Design shift_ring_counter, sky130hd; sources not shown.
Signal wires on met3:
The bar under the picture is 20 microns long.
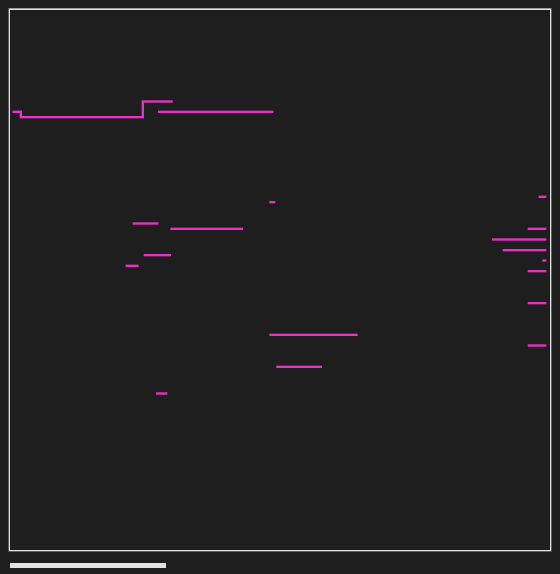
14 nets have wire on it. The longest straight run is 15.6 microns. The layer carries 93.1 microns of wire. The wires run mostly horizontal.
Total Wirelength: 3.647 mm
routed vias: 1535

The clock network:
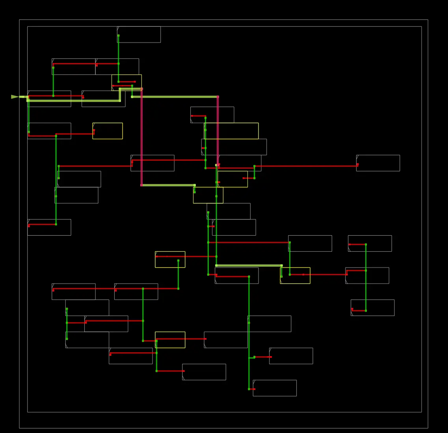
Flop Count: 32
worst clock skew: 0.004177 ns
Sinks on Clock Net: 32

Placement by cell class:
Fill, decap, tap and diode cells in grey.
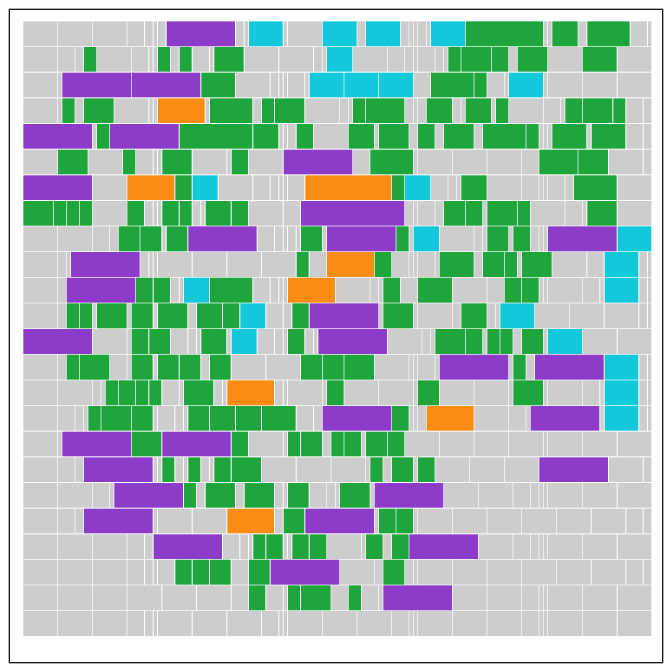
Key: remaining buffers and delay cells = cyan [cells 23]; remaining logic cells = green [cells 168]; clock drivers and dummy loads = orange [cells 8]; registers = purple [cells 32]
design area: 2150 sq um
Final Util: 49.37%
standard-cell rows: 24
CORE AREA: 4354 sq um
fraction of area in registers: 30.27%

==> impl_metrics.yaml <==
# yosys + openroad results
run_status:
  outcome: "completed"
global_routing:
  grt_pass1_vias: 1377
  gr-total-overflow: 0
  track_usage_pct: 16.34
  grt_max_degree: 14
synth:
  largest_area_cell: "dfxtp_1"
  synth_warnings: 6
  seq_area_frac_synth_pct: 36.06
  synth_area_sq_um: 1804
  ys_area_sq_um: 1804
  ff_type: "dfxtp_1"
  topCellsByArea: "dfxtp_1 34%, xnor2_1 5.8%, ha_1 4.2%"
  synthTopCellsByCount: "31 x dfxtp_1, 18 x nor2_1, 13 x nand2_1, 13 x o21ai_0, 12 x xnor2_1"
setup_path:
  rrSetupSlack_ns: 0.42
  reg2reg_depth: 8
  path_max_fanout: 6
  cp-end-kind: "flip-flop"
  cp.required_ns: 3.18
  arrival_ns: 2.76
  startpoint_type: "flip-flop"
timing:
  period_needed_ns: 2.582
  fmax_ghz: 0.3873
  rsz0062_at_grt: "no"
  finalSetupViolations: 0
  slew_headroom_pct: 66.68
  slew_viol_final: 0
worst_hold_path:
  holdCritPathClass: "reg2reg"
cts:
  clk_pin_slew_ns: 0.07
  clock_path_buffers: 2
  cts_tree: "done"
  cts-root-buf: "clkbuf_8"
floorplan:
  fp_util_pct: 41.44
  die_h_microns: 69.16
  die_w_microns: 69.16
routing:
  drt.antenna.violating_nets: 0
  drt-vias-per-instance: 5.424
finish:
  area_growth_pct: 19.14
  layout_top_cell: "dfxtp_1"
  fin_nets: 246
  largest_register_ffs: 25
pwr:
  power.density_nw_per_um2: 462.2
  p_leak_nw: 0.7032
power by group:
part	internal (mW)	switching (mW)
Sequential	0.432	0.00685
Combinational	0.0609	0.0717
Clock	0.259	0.162
Total	0.753	0.241
cell type report:
class	count	area (sq um)	area share (%)
clock buffers	8	121.4	5.646
inverters	10	37.54	1.746
multi-input cells	158	1062	49.42
flip-flops and latches	32	650.6	30.27
well taps	52	65.06	3.027
repair buffers	23	212.7	9.895
critical path, cell delays in order (launching register included):
cell and delay [ns]:
edfxtp_1 0.34, inv_1 0.05, ha_1 0.38, xor2_1 0.19
ha_1 0.30, or2b_2 0.29, o211a_1 0.24, o32a_4 0.40
nor4_1 0.29
kinds of logic after synthesis:
logic type               count (synthesis)  share of synthesized area (%)
adder cells (fa/ha/maj)                  6                          4.161
flip-flops                              32                          36.06
AND/OR/NAND/NOR                         88                          27.67
AND-OR/OR-AND                           39                          14.49
multiplexers                             5                          2.843
buffers and inverters                   20                          5.062
XOR/XNOR                                20                          9.709
layer usage:
layer  track usage, %  vias up  wire [microns]
met4            6.349        0              49
met5                0        -               0
met1            21.64      709            1909
li1                 -      799               -
met2            25.46       21            1594
met3            4.094        6              93
stage by stage:
step           instances  worst slack, ns  instance area, sq um  util (%)
4_1_cts              283           0.3885                  2150     49.37
5_1_grt              283           0.1839                  2150     49.37
2_1_floorplan        210           0.1096                  1804         -
6_report             283           0.4181                  2150     49.37
3_5_place_dp         275           0.1439                  2028     46.58
3_3_place_gp         275           0.1960                  2028     46.58
Power figures rest on the tool's default switching activity, not on a simulated workload.
